**config.mk**
```make
export PLATFORM = sky130hd
export DESIGN_NAME = neopixel_strand_ctrl_param
export DESIGN_NICKNAME = d
export VERILOG_FILES = /design/src/rtl/neopixel_pkg.sv /design/src/rtl/neopixel_bit_encoder.sv /design/src/rtl/neopixel_strand_ctrl_param.sv
export SDC_FILE = /design/constraint.sdc
export NUM_CORES = 1
export LEC_CHECK = 0
export ABC_AREA = 1
export CAP_MARGIN = 10
export CORE_ASPECT_RATIO = 0.5
export CORE_MARGIN = 8
export CORE_UTILIZATION = 50
export CTS_CLUSTER_DIAMETER = 200
export DETAILED_ROUTE_END_ITERATION = 6
export PLACE_DENSITY = 0.66
export SYNTH_ARGS = -nofsm -noshare
export SYNTH_HDL_FRONTEND = slang
export SYNTH_SLANG_ARGS = --single-unit
```
**constraint.sdc**
```tcl
create_clock -name clock -period 5.5 [get_ports clock]
set_input_delay 1.1 -clock clock [delete_from_list [all_inputs] [get_ports clock]]
set_output_delay 1.1 -clock clock [all_outputs]
set_load 0.01 [all_outputs]
```
**src/rtl/neopixel_pkg.sv**
```systemverilog
// Shared types, default timing and the wire byte-order helper for the
// NeoPixel strand controller.
package neopixel_pkg;

  typedef enum logic [1:0] {
    COLOR_R = 2'd0,
    COLOR_B = 2'd1,
    COLOR_G = 2'd2,
    COLOR_W = 2'd3
  } color_e;

  typedef enum logic [1:0] {
    ST_IDLE,
    ST_SEND,
    ST_LATCH
  } state_e;

  localparam int DEFAULT_NUM_PIXELS   = 8;
  localparam int DEFAULT_CHANNELS     = 3;
  localparam int DEFAULT_BIT_CYCLES   = 62;
  localparam int DEFAULT_T0H_CYCLES   = 18;
  localparam int DEFAULT_T1H_CYCLES   = 35;
  localparam int DEFAULT_LATCH_CYCLES = 2500;

  // Bytes leave the wire as G,R,B,W while the buffer is addressed R,B,G,W.
  function automatic color_e wire_color(input logic [1:0] byte_pos);
    case (byte_pos)
      2'd0:    wire_color = COLOR_G;
      2'd1:    wire_color = COLOR_R;
      2'd2:    wire_color = COLOR_B;
      default: wire_color = COLOR_W;
    endcase
  endfunction

  function automatic int max_int(input int a, input int b);
    max_int = (a > b) ? a : b;
  endfunction

endpackage

```
**src/rtl/neopixel_bit_encoder.sv**
```systemverilog
// Produces one NeoPixel bit cell per start pulse; the bit value is read
// only once the common '0' high time has elapsed.
module neopixel_bit_encoder
  import neopixel_pkg::*;
#(
  parameter int BIT_CYCLES = DEFAULT_BIT_CYCLES,
  parameter int T0H_CYCLES = DEFAULT_T0H_CYCLES,
  parameter int T1H_CYCLES = DEFAULT_T1H_CYCLES,
  parameter int CW         = 12
) (
  input  logic clock,
  input  logic reset_n,
  input  logic start,
  input  logic bit_val,
  output logic waveform,
  output logic bit_done
);

  logic [CW-1:0] cycle_cnt;
  logic [CW-1:0] cnt_inc;
  logic          active;

  assign cnt_inc  = cycle_cnt + CW'(1);
  assign bit_done = active && (cycle_cnt == CW'(BIT_CYCLES - 1));

  function automatic logic level(input logic [CW-1:0] c, input logic b);
    if (c < CW'(T0H_CYCLES))      level = 1'b1;
    else if (c < CW'(T1H_CYCLES)) level = b;
    else                          level = 1'b0;
  endfunction

  // Registered waveform keeps the data line glitch-free; a start on the
  // final cycle of a bit chains the next cell with no gap.
  always_ff @(posedge clock or negedge reset_n) begin
    if (!reset_n) begin
      cycle_cnt <= '0;
      active    <= 1'b0;
      waveform  <= 1'b0;
    end else if (start) begin
      cycle_cnt <= '0;
      active    <= 1'b1;
      waveform  <= 1'b1;
    end else if (bit_done) begin
      cycle_cnt <= '0;
      active    <= 1'b0;
      waveform  <= 1'b0;
    end else if (active) begin
      cycle_cnt <= cnt_inc;
      waveform  <= level(cnt_inc, bit_val);
    end
  end

endmodule

```
**src/rtl/neopixel_strand_ctrl_param.sv**
```systemverilog
// Parametrised WS2812/SK6812 strand controller: colour buffer, frame FSM and
// pixel/bit sequencing around the per-bit encoder.
module neopixel_strand_ctrl_param
  import neopixel_pkg::*;
#(
  parameter int NUM_PIXELS   = DEFAULT_NUM_PIXELS,
  parameter int CHANNELS     = DEFAULT_CHANNELS,
  parameter int BIT_CYCLES   = DEFAULT_BIT_CYCLES,
  parameter int T0H_CYCLES   = DEFAULT_T0H_CYCLES,
  parameter int T1H_CYCLES   = DEFAULT_T1H_CYCLES,
  parameter int LATCH_CYCLES = DEFAULT_LATCH_CYCLES,
  localparam int PW          = (NUM_PIXELS > 1) ? $clog2(NUM_PIXELS) : 1
) (
  input  logic          clock,
  input  logic          reset_n,
  input  logic          load_color,
  input  logic [PW-1:0] pixel_index,
  input  logic [1:0]    color_index,
  input  logic [7:0]    color_level,
  input  logic          send_it,
  output logic          neo_data,
  output logic          ready_to_load,
  output logic          ready_to_send,
  output logic          load_err,
  output logic          frame_done
);

  localparam int BITS_PER_PIXEL = CHANNELS * 8;
  localparam int BW = $clog2(BITS_PER_PIXEL);
  localparam int CW = $clog2(max_int(BIT_CYCLES, LATCH_CYCLES) + 1);

  if (CHANNELS != 3 && CHANNELS != 4) begin : g_bad_channels
    $fatal(1, "CHANNELS must be 3 or 4");
  end
  if (!(T0H_CYCLES > 0 && T0H_CYCLES < T1H_CYCLES && T1H_CYCLES < BIT_CYCLES)) begin : g_bad_timing
    $fatal(1, "bit timing must satisfy 0 < T0H < T1H < BIT_CYCLES");
  end
  if (NUM_PIXELS < 1 || LATCH_CYCLES < 1) begin : g_bad_size
    $fatal(1, "NUM_PIXELS and LATCH_CYCLES must be at least 1");
  end

  state_e        state, state_next;
  logic [7:0]    buffer [NUM_PIXELS][CHANNELS];
  logic [PW-1:0] pixel_cnt;
  logic [BW-1:0] bit_cnt;
  logic [CW-1:0] latch_cnt;
  logic          enc_start, enc_bit, bit_done;
  logic          load_ok, last_bit, latch_end;

  assign load_ok   = load_color && (state == ST_IDLE) &&
                     (int'(pixel_index) < NUM_PIXELS) && (int'(color_index) < CHANNELS);
  assign last_bit  = (pixel_cnt == PW'(NUM_PIXELS - 1)) && (bit_cnt == BW'(BITS_PER_PIXEL - 1));
  assign latch_end = (state == ST_LATCH) && (latch_cnt == CW'(LATCH_CYCLES - 1));

  // Counters always address the bit currently on the wire.
  assign enc_bit = buffer[pixel_cnt][wire_color(bit_cnt[BW-1:3])][3'd7 - bit_cnt[2:0]];

  assign ready_to_load = (state == ST_IDLE);
  assign ready_to_send = (state == ST_IDLE);

  always_comb begin
    state_next = state;
    enc_start  = 1'b0;
    case (state)
      ST_IDLE: begin
        if (send_it) begin
          state_next = ST_SEND;
          enc_start  = 1'b1;
        end
      end
      ST_SEND: begin
        if (bit_done) begin
          if (last_bit) state_next = ST_LATCH;
          else          enc_start  = 1'b1;
        end
      end
      ST_LATCH: begin
        if (latch_end) state_next = ST_IDLE;
      end
      default: state_next = ST_IDLE;
    endcase
  end

  always_ff @(posedge clock or negedge reset_n) begin
    if (!reset_n) begin
      state      <= ST_IDLE;
      pixel_cnt  <= '0;
      bit_cnt    <= '0;
      latch_cnt  <= '0;
      load_err   <= 1'b0;
      frame_done <= 1'b0;
    end else begin
      state      <= state_next;
      load_err   <= load_color && !load_ok;
      frame_done <= latch_end;
      if (state == ST_SEND && bit_done) begin
        if (bit_cnt == BW'(BITS_PER_PIXEL - 1)) begin
          bit_cnt   <= '0;
          pixel_cnt <= (pixel_cnt == PW'(NUM_PIXELS - 1)) ? '0 : pixel_cnt + PW'(1);
        end else begin
          bit_cnt <= bit_cnt + BW'(1);
        end
      end
      if (state == ST_LATCH) latch_cnt <= latch_end ? '0 : latch_cnt + CW'(1);
    end
  end

  always_ff @(posedge clock or negedge reset_n) begin
    if (!reset_n) begin
      for (int p = 0; p < NUM_PIXELS; p++)
        for (int c = 0; c < CHANNELS; c++)
          buffer[p][c] <= 8'h00;
    end else if (load_ok) begin
      buffer[pixel_index][color_index] <= color_level;
    end
  end

  neopixel_bit_encoder #(
    .BIT_CYCLES(BIT_CYCLES),
    .T0H_CYCLES(T0H_CYCLES),
    .T1H_CYCLES(T1H_CYCLES),
    .CW        (CW)
  ) u_encoder (
    .clock   (clock),
    .reset_n (reset_n),
    .start   (enc_start),
    .bit_val (enc_bit),
    .waveform(neo_data),
    .bit_done(bit_done)
  );

endmodule
```
Fig. 1: run 1, sequential cells grouped by signal name
Drawn at 3 px/um.
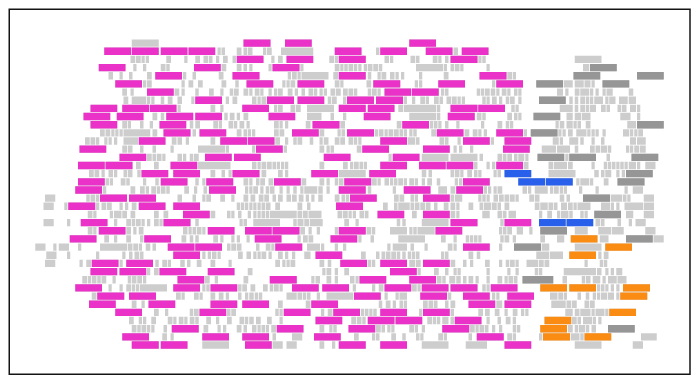
bit_cnt: drawn in blue, sequential cells 5, where east. latch_cnt: drawn in orange, sequential cells 12, where south-east. buffer: drawn in magenta, sequential cells 192.
Another 21 sequential cells are not colored.
sequential cell power: 1.69 mW
sequential fraction of total cell area: 0.472
area of all sequential standard cells: 0.00576 mm^2
final cell utilization of the core: 0.563

Fig. 2: run 1, M1 wires
Drawn at 1.5 px/um.
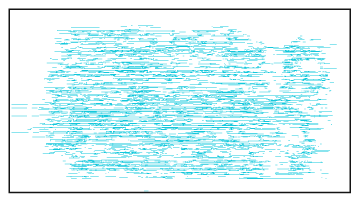
The layer carries 13,300 um of wire. The longest straight run is 63.9 um. The layer holds 48% of the routed length. 1,300 nets have wire on it.
met1 track demand over resource in global routing: 0.302
via count: 9,239
Total Routed Length: 27.6 mm

Fig. 3: run 1, gate families picked out
Drawn at 1.5 px/um.
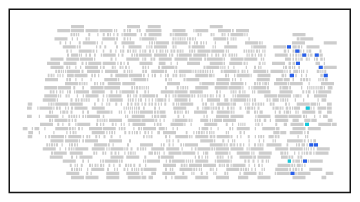
non-inverting ao/oa cells: drawn in cyan, cells 3. xor and xnor cells: drawn in blue, cells 12, most used xor2_1.
filler-free cell count of the finished design: 1,688
commonest non-fill, non-tap cell in the layout: nand2_1
Comb area share: 0.378

==> run summary, run 1 <==
Entry: Yosys synthesis followed by OpenROAD place and route.

GRT:
- The run gives the layer with the highest usage after global routing as met2.
- The run gives the via count of the first global-routing pass as 8,716.
- The run puts the met2 track demand over resource in global routing at 0.304.
- The run puts the number of antenna violations at the first check in global routing at 0.
- The run puts the total global routing overflow at 0.
- The run puts the global-route wire length before repair at 45.8 mm.
- The global routing report lists combined usage of all routing layers as 0.205.

Final timing:
- The run puts the hold violation count in the final report at 0.
- The run puts the post-layout minimum cycle time at 3.20 ns.
- The run puts the worst-case hold slack at 0.476 ns.
- Setup repair after global routing left no endpoint under its margin.
- The run gives the final setup TNS as 0 ns.
- The run puts the number of endpoints failing setup at the final stage at 0.
- The final timing report lists a max-slew violation count of 0.
- The run gives the final worst clock skew as 0.0159 ns.
- The final timing summary puts the cycle share of the worst path at 0.582.

Worst setup path:
- The worst setup path is captured at a flip-flop.
- In this run the worst path has a maximum fanout of 27.
- The run gives the cell depth of the worst setup path as 13.
- The run gives the worst stage delay on the critical path as 1.07 ns.
- The run gives the data required time at the worst endpoint as 5.89 ns.
- Broken down by cell family, the worst path's largest delay share belongs to simple AND/OR/NAND/NOR gates.
- The run puts the sum of buffers and inverters on the critical path at 1.
- Counting stages on the worst path, the most repeated cell is nand2_1.
- The run puts the depth of the worst register-to-register path at 13.
- The arrival time of data at the worst endpoint is listed as 3.60 ns.

Hold path:
- The run gives the number of cells on the worst hold path as 2.
- Checking hold timing, the worst path is listed with class reg -> reg.

Logic synthesis:
- The number of cells reported by Yosys stat comes to 1,400.
- The run gives the mean instance size in the synthesized netlist as 7.90 um^2.
- The run puts the synthesized area at 0.0111 mm^2.
- The run gives the total number of yosys warnings as 0.
- The cell-mix breakdown from Yosys lists the XOR/XNOR area share as 0.00950.
- The run puts the synthesized flop and latch total at 230.
- In the synthesized netlist the dominant register cell turns out to be dfrtp_1.
- Summed over all instances, the cell type with the most area after synthesis is dfrtp_1.
- The run gives the post-synthesis cell type count as 43.
- The run puts the post-synthesis compound-gate area fraction at 0.113.
- Per the synthesis report, the adder-cell share of the synthesized area is 0.0102.
- By area, the combinational part of the netlist is dominated by simple AND/OR/NAND/NOR gates.
- The cell-mix breakdown from Yosys lists the simple-gate area share as 0.284.
- By count the netlist is led by nand2_1 (514), dfrtp_1 (230), o21ai_0 (199).
- The area fraction of the largest cell type after synthesis is 0.520.
- The run gives the number of nets produced by synthesis as 1,426.
- The run puts the count of mapped cells out of synthesis at 1,400.
- Per the synth stats, the proportion of register bits with asynchronous set or reset is 1.00.
- The main area contributors are dfrtp_1 (52%), nand2_1 (17%), o21ai_0 (9.0%).

Clock network:
- The run gives the CTS tree as done.
- The run puts the number of gates resized after CTS at 0.
- Buffers added to address setup during post-CTS repair amount to 0.
- The run puts the clock transition time at the flip-flop clock pins of the worst setup and hold paths at 0.06 ns.
- For the worst-skew pair, the clock arrives at the later sink with an insertion delay of 0.52 ns.
- The run gives the total clock buffers created by CTS as 22.
- The run gives the cts-stage hold buffer count as 0.
- CTS placed an instance of clkbuf_16 at the clock tree root.
- Counting along the longest clock path gives a buffer depth of 3.

Floorplanning:
- The run puts the core outline area at 0.0217 mm^2.
- The run puts the initial core utilization at 0.510.
- The run gives the top-level port count as 22.
- The run puts the floorplan row count at 38.
- From left edge to right edge, the die measures 226 um.
- The run puts the height of the chip at 121 um.

Layout:
- For this run, combinational gates with multiple inputs come to 996.
- At the end of the flow, the number of nets in the layout was 1,398.
- The run puts the number of flip-flops in the largest register at 192.
- In the final layout, the multi-input gates occupy 0.00462 mm^2.
- In the final layout, the fill cell count is 1,957.
- Ranked by total area, the top cell class in this layout is registers.
- Leaving out fill and tap cells, the most frequent cells in the layout are nand2_1 (514), dfrtp_1 (229), o21ai_0 (199).
- In the final layout, the share of cells above drive strength 1 is 0.0540.
- The run puts the post-route cell area at 0.0122 mm^2.
- There are 230 flip-flops and latches.
- In this run the layout overhead on the synthesized area is reported as 10.3%.
- More flip-flops sit in one register than any other, and that register is buffer.
- Counting the inverters off the clock network in the layout gives 95.

Routing:
- The run puts the total length of routed met3 wires at 2.22 mm.
- In the detailed route, the total length drawn on met2 is 11.6 mm.
- The run gives the detailed-route wire length per cell as 16.4 um.
- The run gives the highest metal layer used by the detailed router as met4.
- The first routing iteration left 1,056 violations.
- The run puts the number of detailed-routing iterations run before antenna repair at 5.
- The run puts the post-detailed-route count of antenna-violating nets at 0.
- The run puts the average vias per placed instance at 5.47.

Run:
- The run puts the tool warning count at 35.
- The run puts the count of maximum capacitance violations at 0.

Power and ir drop:
- The run gives the leakage power total as 5.58 nW.
- The worst VDD IR drop from the latest analysis is 0.158 mV.

Placed design:
- The run puts the HPWL after detailed placement at 17.3 mm.
- Timing analysis after detailed placement gives a worst setup slack of 2.07 ns.
- The run puts the instance count after placement with tap cells included at 1,648.
- Routability-driven placement finished with a final weighted congestion of 0.974.

Status:
- The run finished with clean final reports.
[run 1: power by group]
| part | internal [mW] | leakage (nW) | switching (mW) |
|---|---|---|---|
| clock | 1.03 | 0.404 | 0.664 |
| combinational | 0.0140 | 2.00 | 0.0716 |
| sequential | 1.69 | 3.18 | 0.0000703 |
| total | 2.74 | 5.58 | 0.736 |
[run 1: final timing paths]
| kind | slack, ns | startpoint | endpoint |
|---|---|---|---|
| min in group asynchronous | 0.59 | reset_n | frame_done |
| max reg2reg | 2.30 | pixel_cnt[2] | u_encoder.waveform |
| min reg2reg | 0.48 | buffer[175] | buffer[175] |
| max in group asynchronous | 3.76 | reset_n | buffer[141] |
| min | 0.48 | buffer[175] | buffer[175] |
| max | 2.30 | pixel_cnt[2] | u_encoder.waveform |
==> run 2: changes to the inputs <==
PLACE_DENSITY = 0.69   (was 0.66)
clock period = 2.6 ns   (was 5.5 ns; I/O delays follow)
Fig. 4: run 2, sequential cells grouped by signal name
Drawn at 3 px/um.
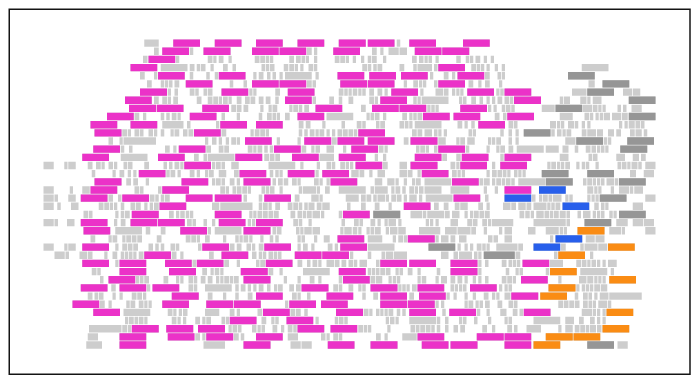
final cell utilization of the core: 0.581
sequential fraction of total cell area: 0.457
sequential cell power: 3.58 mW

Fig. 5: run 2, gate families picked out
Drawn at 1.5 px/um.
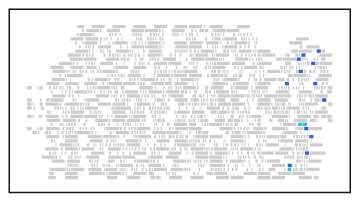
non-inverting ao/oa cells: drawn in cyan, cells 3. xor and xnor cells: drawn in blue, cells 12, most used xor2_1.
filler-free cell count of the finished design: 1,730
Comb area share: 0.366

==> run 2 against run 1 <==
Against the previous run: count of clock-buffer cells in the layout up 2; critical endpoint is now ready_to_load; non-clock buffer count grew 42; core utilization is 1.8 points higher.
==> run summary, run 2 <==
Entry: Yosys synthesis followed by OpenROAD place and route.

Status:
- The run finished with clean final reports.

Layout:
- Counting only logic cells after layout, the most numerous master is nand2_1.
- The run gives the register with the most flip-flops as buffer.
- The run puts the post-synthesis to final-layout area growth at 13.9%.
- In the final layout, the registers with the most flip-flops are buffer x192, latch_cnt x12, u_encoder.cycle_cnt x12.
- The number of flip-flops in the largest register was 192 (unchanged).
- The run gives the layout net count as 1,440 (+3.0%).
- Per the cell usage report, the commonest logic cells after layout are nand2_1 (514), dfrtp_1 (229), o21ai_0 (199).

Final timing:
- Subtracting the final worst setup slack from the clock period gives 2.33 ns.
- The run puts the hold violation count in the final report at 0 (unchanged).
- In the finished design, the share of the clock period the worst path needs comes to 0.895.
- The run gives the number of endpoints failing setup at the final stage as 0 (unchanged).
- The worst-case hold slack came to 0.479 ns (+0.00358 ns).
- Setup repair after global routing left no endpoint under its margin.
- The number of pins exceeding their max-slew limit in the final report is 0 (unchanged).
- The final worst clock skew came to 0.0154 ns (-0.000556 ns).

Logic synthesis:
- The run gives the cell type with the largest total area as dfrtp_1.
- The run gives the proportion of synthesized flip-flops having asynchronous set or reset as 1.00 (unchanged).
- The run puts the total number of yosys warnings at 0 (unchanged).
- The run puts the synthesized flop and latch total at 230 (unchanged).
- For reference, the top cells by count after synthesis are nand2_1 (514), dfrtp_1 (230), o21ai_0 (199).
- By area the synthesized netlist is led by dfrtp_1 (52%), nand2_1 (17%), o21ai_0 (9.0%).
- The share of Yosys cell area claimed by the top area cell type was 0.520 (unchanged).
- The run puts the post-synthesis cell type count at 43 (unchanged).
- The run gives the count of mapped cells out of synthesis as 1,400 (unchanged).
- The synthesized area was 0.0111 mm^2 (unchanged).
- The run gives the dominant synthesized flop cell as dfrtp_1.
- The run gives the mean instance size in the synthesized netlist as 7.90 um^2 (unchanged).
- The run puts the post-synthesis cell count from yosys at 1,400 (unchanged).

Clock network:
- The run gives the cts-stage hold buffer count as 1 (+1).
- The run puts the total clock buffers created by CTS at 22 (unchanged).
- The run gives the post-CTS setup-driven buffer insertion count as 0 (unchanged).
- The number of gates resized after CTS was 0 (unchanged).
- The tree is rooted in a clkbuf_16.
- TritonCTS built the clock tree.

Hold path:
- The run gives the path category of the worst min-delay check as reg -> reg.
- STA shows the worst min-delay path finishing at buffer[77].
- The startpoint identified for the worst hold timing path is buffer[77].
- The run gives the number of cells on the worst hold path as 2 (unchanged).

Power and ir drop:
- The run gives the leakage power total as 5.82 nW (+4.2%).
- The largest part of the power goes to clock.
- The run puts the internal power at 5.96 mW (+120%).
- The share of power burned in the clock network is 0.496 (+0.007).
- The run puts the total clock network power at 3.73 mW (+120%).
- The run gives the combinational power share as 0.028 (+0.003).
- The run puts the switching power summed over all nets at 1.56 mW (+110%).

Placed design:
- The run gives the setup slack at placement as 0.0628 ns (-2.00 ns).
- The run puts the instance count after placement with tap cells included at 1,689 (+2.5%).
- The run gives the HPWL after detailed placement as 18.4 mm (+6.1%).
- The weighted congestion at the end of routability-driven global placement is 0.961 (-1.3%).

Worst setup path:
- The run gives the cell depth of the worst setup path as 2 (-11).
- The run puts the worst endpoint data arrival time at 1.81 ns (-1.79 ns).
- The worst stage delay on the critical path came to 0.60 ns (-0.47 ns).
- The depth of the worst register-to-register path was 16 (+3).
- The flop-to-flop setup slack is 0.29 ns (-2.01 ns).
- The run gives the maximum net fanout on the critical path as 6 (-78%).
- STA lists the endpoint of the worst register-to-register path as u_encoder.waveform.
- The critical path starts at state[0].
- The run gives the cell family contributing the most delay on the critical path as buffers and inverters.
- The run gives the capturing element of the worst setup path as ready_to_load.
- The sum of buffers and inverters on the critical path was 1 (unchanged).
- The run gives the element type at the critical path end as an output port.
- The run gives the startpoint of the worst-slack reg-to-reg timing path as pixel_cnt[0].

GRT:
- The run gives the met2 track demand over resource in global routing as 0.332 (+0.0282).
- The run puts the total routing resource utilization after global routing at 0.215 (+0.0104).
- The run puts the global-route wire length before repair at 48.0 mm (+4.8%).
- The via count of the first global-routing pass is 9,321 (+6.9%).
- The run gives the layer with the highest usage after global routing as met2.

Routing:
- Per the detail_route log, the uppermost layer with routed signals is met4.
- The run puts the length of routed met2 wiring at 12.9 mm (+11%).
- The run gives the detailed router's first-iteration violation count as 915 (-13%).
- The run gives the detailed-route wire length per cell as 16.7 um (+2.1%).
- The run puts the number of detailed-routing iterations run before antenna repair at 7 (+2).
- The run gives the post-detailed-route count of antenna-violating nets as 0 (unchanged).
- The run gives the average vias per placed instance as 5.48 (+0.19%).

Run:
- The tool warning count is 29 (-17%).
- The run puts the count of maximum capacitance violations at 0 (unchanged).

Floorplanning:
- The run puts the top-level port count at 22 (unchanged).
- The run puts the core outline area at 0.0217 mm^2 (unchanged).
- The run gives the height of the chip as 121 um (unchanged).
- The run gives the initial core utilization as 0.510 (unchanged).
- The run puts the die span in x at 226 um (unchanged).
Fig. 6: run 2, M1 wires
Drawn at 1.5 px/um.
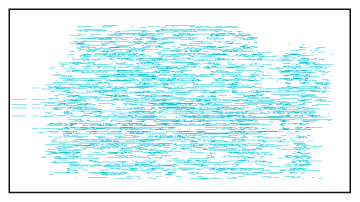
met1 track demand over resource in global routing: 0.302
via count: 9,487
Total Routed Length: 28.9 mm

## run 2: netlist changes by cell type in the layout (fill, tap and decap cells not counted)
cell	before	now
buf_12	1	5
buf_4	5	42
bufinv_16	4	5
clkbuf_8	6	8
clkinv_4	2	0
clkinvlp_4	1	0
dlygate4sd3_1	0	1
## run 2: cell type report
cell class | instances | area (um^2)
clock buffer | 32 | 689
clock inverter | 8 | 165
fill | 2012 | 9080
inverter | 95 | 357
multi-input combinational | 996 | 4620
sequential | 230 | 5760
tap | 300 | 375
timing repair buffer | 69 | 641
## run 2: cells by family after synthesis
family	after synthesis	synth area share
AOI/OAI and AO/OA	239	0.113
xor gates and xnor gates	12	0.00950
adders and majority gates	9	0.0102
buffers and inverters	174	0.0628
DFF	230	0.520
muxes	1	0.00102
and+or+nand+nor	735	0.284
==> run 3: changes to the inputs <==
PLACE_DENSITY = 0.66   (was 0.69)
clock period = 2.26 ns   (was 2.6 ns; I/O delays follow)
Fig. 7: run 3, gate families picked out
Drawn at 1.5 px/um.
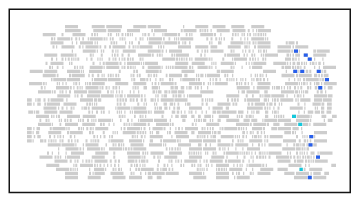
non-inverting ao/oa cells: drawn in cyan, cells 3. xor and xnor cells: drawn in blue, cells 12, most used xor2_1.
filler-free cell count of the finished design: 1,749
Comb area share: 0.362

Fig. 8: run 3, zoomed window
Region (157, 78) to (182, 103) um. Cells in gray, sequential cells in the stronger gray; small squares are vias.
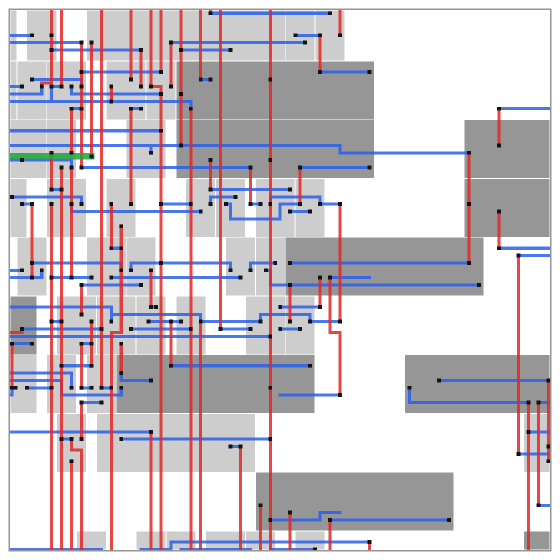
M3: drawn in green. M1: drawn in blue. M2: drawn in red.
Netlist names of flops here include buffer (5), u_encoder.cycle_cnt (1). Sequential cells in the window: 6. 41 logic cells have their middle in the window. Most frequent: nand2_1 (17), dfrtp_1 (6).

==> run 3 against run 2 <==
Against the previous run: flip-flop count is the same; sequential share of layout area shrank 0.49 points; combinational power grew 24%; clock skew shrank 0.0043 ns; clock power grew 1%; largest power group is now registers; power grew 8.4%; via count grew 0.50%; largest cell class unchanged; synthesized cell count is the same; cell count grew 1.1%; wire length grew 0.53%; critical endpoint unchanged.
==> run summary, run 3 <==
Entry: Yosys synthesis followed by OpenROAD place and route.

Layout:
- The run puts the layout buffering overhead excluding clock cells at 0.0720 (+0.0211).
- The run gives the share of cell area taken by flip-flops and latches as 0.452 (-0.00493).
- The run gives the clock tree buffer count of the final layout as 32 (unchanged).
- The run gives the top cell class by occupied area as registers.
- The run puts the count of plain and timing-repair buffers at 92 (+33%).
- The run gives the count of non-CTS inverters in the layout as 95 (unchanged).
- The largest registers in the layout are buffer x192, latch_cnt x12, u_encoder.cycle_cnt x12.
- The run gives the clock buffer and inverter area fraction after layout as 0.0559 (-0.0119).
- Leaving out fill and tap cells, the most frequent cell in the layout is nand2_1.
- The number of flip-flops in the largest register is 192 (unchanged).
- The run gives the register with the most flip-flops as buffer.
- The run puts the total area of multi-input combinational cells at 0.00462 mm^2 (unchanged).
- The run gives the number of sequential storage elements as 230 (unchanged).
- In the layout the commonest cells are nand2_1 (514), dfrtp_1 (228), o21ai_0 (199).
- The run puts the layout net count at 1,462 (+1.5%).
- The count of multi-input combinational gates was 996 (unchanged).
- The run gives the final design utilization as 0.588 (+0.00646).
- The total of fill cells in the finished design was 1,979 (-1.6%).
- The run gives the total area of sequential cells as 0.00576 mm^2 (about the same).
- Between the synthesized netlist and the finished layout, the area growth was recorded as 15.2%.

Placed design:
- The run puts the weighted congestion at the end of routability-driven global placement at 0.876 (-8.8%).
- The run puts the HPWL after detailed placement at 19.3 mm (+5.2%).
- The run gives the setup slack at placement as -0.0505 ns (-0.113 ns).
- The run gives the instance count after placement with tap cells included as 1,712 (+1.4%).

Routing:
- The length of routed met2 wiring is 12.3 mm (-4.6%).
- The run puts the detailed router's first-iteration violation count at 1,035 (+13%).
- The total vias in the final route was 9,534 (+0.50%).
- The overall routed net length came to 29.1 mm (+0.53%).
- The run puts the post-detailed-route count of antenna-violating nets at 0 (unchanged).
- Signal nets in the final route climb as high as met4.
- The run puts the number of detailed-routing iterations run before antenna repair at 5 (-2).
- The run gives the average vias per placed instance as 5.45 (-0.60%).

Clock network:
- TritonCTS built the clock tree.
- The post-CTS setup-driven buffer insertion count is 0 (unchanged).
- CTS placed an instance of clkbuf_16 at the clock tree root.
- The run gives the number of gates resized after CTS as 0 (unchanged).
- The run gives the number of sinks on the clock net as 230.
- The run gives the cts-stage hold buffer count as 1 (unchanged).
- The run puts the total clock buffers created by CTS at 21 (-4.5%).

Power and ir drop:
- The run gives the internal power as 6.41 mW (+7.5%).
- The run gives the switching power summed over all nets as 1.75 mW (+12%).
- The run puts the combinational power share at 0.032 (+0.004).
- The run puts the leakage power total at 5.89 nW (+1.2%).
- The run gives the share of power burned in the clock network as 0.463 (-0.033).

GRT:
- The run puts the global-route wire length before repair at 48.0 mm (+0.11%).
- The run gives the via count of the first global-routing pass as 9,026 (-3.2%).
- In this run the most used layer during global routing was met1.
- The run puts the total global routing overflow at 0.
- The run puts the number of antenna violations at the first check in global routing at 0.

Logic synthesis:
- Summed over all instances, the cell type with the most area after synthesis is dfrtp_1.
- The run gives the most frequently used cell type in the post-synthesis netlist as nand2_1.
- The run puts the post-synthesis compound-gate area fraction at 0.113 (unchanged).
- The run puts the proportion of synthesized flip-flops having asynchronous set or reset at 1.00 (unchanged).
- Grouping non-sequential cells by family puts the most area in simple AND/OR/NAND/NOR gates.
- The run gives the total number of yosys warnings as 0 (unchanged).
- The run puts the sequential-to-total area share from yosys stat at 0.520.
- The run puts the synthesized-area fraction occupied by and/or/nand/nor cells at 0.284 (unchanged).
- The run puts the number of flops mapped to enable cells by yosys at 0.
- By count the netlist is led by nand2_1 (514), dfrtp_1 (230), o21ai_0 (199).
- The run gives the dominant synthesized flop cell as dfrtp_1.
- The share of synthesized cell area in full adder, half adder and majority cells came to 0.0102 (unchanged).
- The post-synthesis cell count from yosys is 1,400 (unchanged).
- The run gives the multiplexer fraction of the synthesized cell area as 0.00102 (unchanged).
- The run gives the mean instance size in the synthesized netlist as 7.90 um^2 (unchanged).
- The run gives the synthesized area as 0.0111 mm^2 (unchanged).
- Ranked by total cell area, the synthesized netlist is headed by dfrtp_1 (52%), nand2_1 (17%), o21ai_0 (9.0%).
- The share of Yosys cell area claimed by the top area cell type came to 0.520 (unchanged).
- The run puts the xor and xnor area share after synthesis at 0.00950 (unchanged).
- The synthesized flop and latch total was 230 (unchanged).
- The run gives the count of mapped cells out of synthesis as 1,400 (unchanged).
- The run gives the post-synthesis cell type count as 43 (unchanged).

Worst setup path:
- The run puts the flop-to-flop setup slack at 0.20 ns (-0.09 ns).
- The run gives the element type at the critical path end as an output port.
- The run gives the depth of the worst register-to-register path as 16 (unchanged).
- The worst stage delay on the critical path is 0.57 ns (-0.03 ns).
- The run gives the cell family contributing the most delay on the critical path as buffers and inverters.
- The run puts the maximum net fanout on the critical path at 6 (unchanged).
- The endpoint identified for the worst register-to-register timing path is u_encoder.waveform.
- The run puts the data required time at the worst endpoint at 1.81 ns.
- The run gives the start point of the critical path as state[0].
- Per STA, the endpoint of the critical path is ready_to_load.
- The run puts the cell depth of the worst setup path at 2 (unchanged).
- The worst register-to-register path begins at pixel_cnt[0].
- The run gives the worst endpoint data arrival time as 1.72 ns (-0.09 ns).
- The sum of buffers and inverters on the critical path was 1 (unchanged).

Floorplanning:
- The run gives the tapcell count as 300 (unchanged).
- The core outline area is 0.0217 mm^2 (unchanged).
- The die span in x was 226 um (unchanged).
- The run gives the top-level port count as 22 (unchanged).
- The initial core utilization is 0.510 (unchanged).
- The run gives the height of the chip as 121 um (unchanged).

Run:
- The run puts the count of maximum capacitance violations at 0 (unchanged).
- The run puts the tool warning count at 29 (unchanged).

Final timing:
- Setup repair after global routing left no endpoint under its margin.
- The worst-case hold slack came to 0.481 ns (+0.00203 ns).
- The run puts the final worst clock skew at 0.0111 ns (-0.00432 ns).
- The run gives the number of pins exceeding their max-slew limit in the final report as 0 (unchanged).
- At the pin with the least slew margin, the transition time is 0.543 ns.
- The run puts the final critical-path share of the clock period at 0.961.
- The hold violation count in the final report was 0 (unchanged).
- The run puts the post-layout minimum cycle time at 2.17 ns.
- The run gives the number of endpoints failing setup at the final stage as 0 (unchanged).

Hold path:
- The worst hold path belongs to the class in -> async.

Status:
- The flow ran to the end, and the final reports show no timing, DRC or antenna violations.
Fig. 9: run 3, track usage over the die
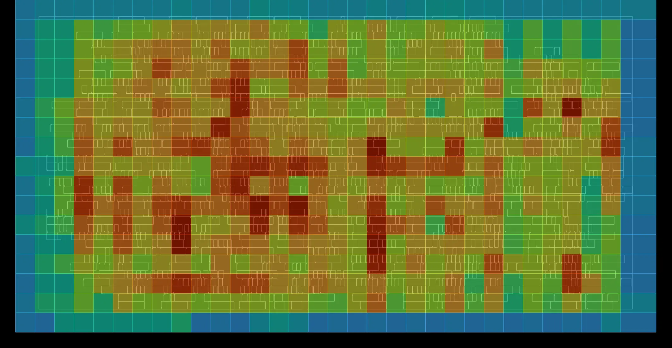
Routed WL per cell: 16.6 um
Tot GR Track Use: 0.217
met1 track demand over resource in global routing: 0.326
met3 Use GR: 0.0441
met2 track demand over resource in global routing: 0.321

run 3: cell count changes in the layout (fill, tap and decap cells not counted), moves of 2 or more:
cell	delta
clkbuf_8	-3
clkbuf_16	-2
clkbuf_1	+5
bufinv_16	-2
buf_4	+14
buf_12	+8
clkinv_2	-2
run 3: logic make-up (layout without fill, tap and decap cells):
logic type      Yosys count  in the layout
simple gates            735            735
compound gates          239            239
flops                   230            230
buf+inv                 174            223
xor+xnor                 12             12
fa+ha+maj                 9              9
mux                       1              1
run 3: power by group through the flow:
stage | clock network, mW | registers (mW) | logic (mW)
after floorplan | 0 | 4.20 | 0.0474
final | 3.78 | 4.12 | 0.263
after CTS | 3.84 | 4.12 | 0.268
after global routing | 3.99 | 4.11 | 0.292
after detailed placement | 0 | 4.19 | 0.266
after global placement | 0 | 4.19 | 0.264
Power is estimated from default activity; no workload was simulated.
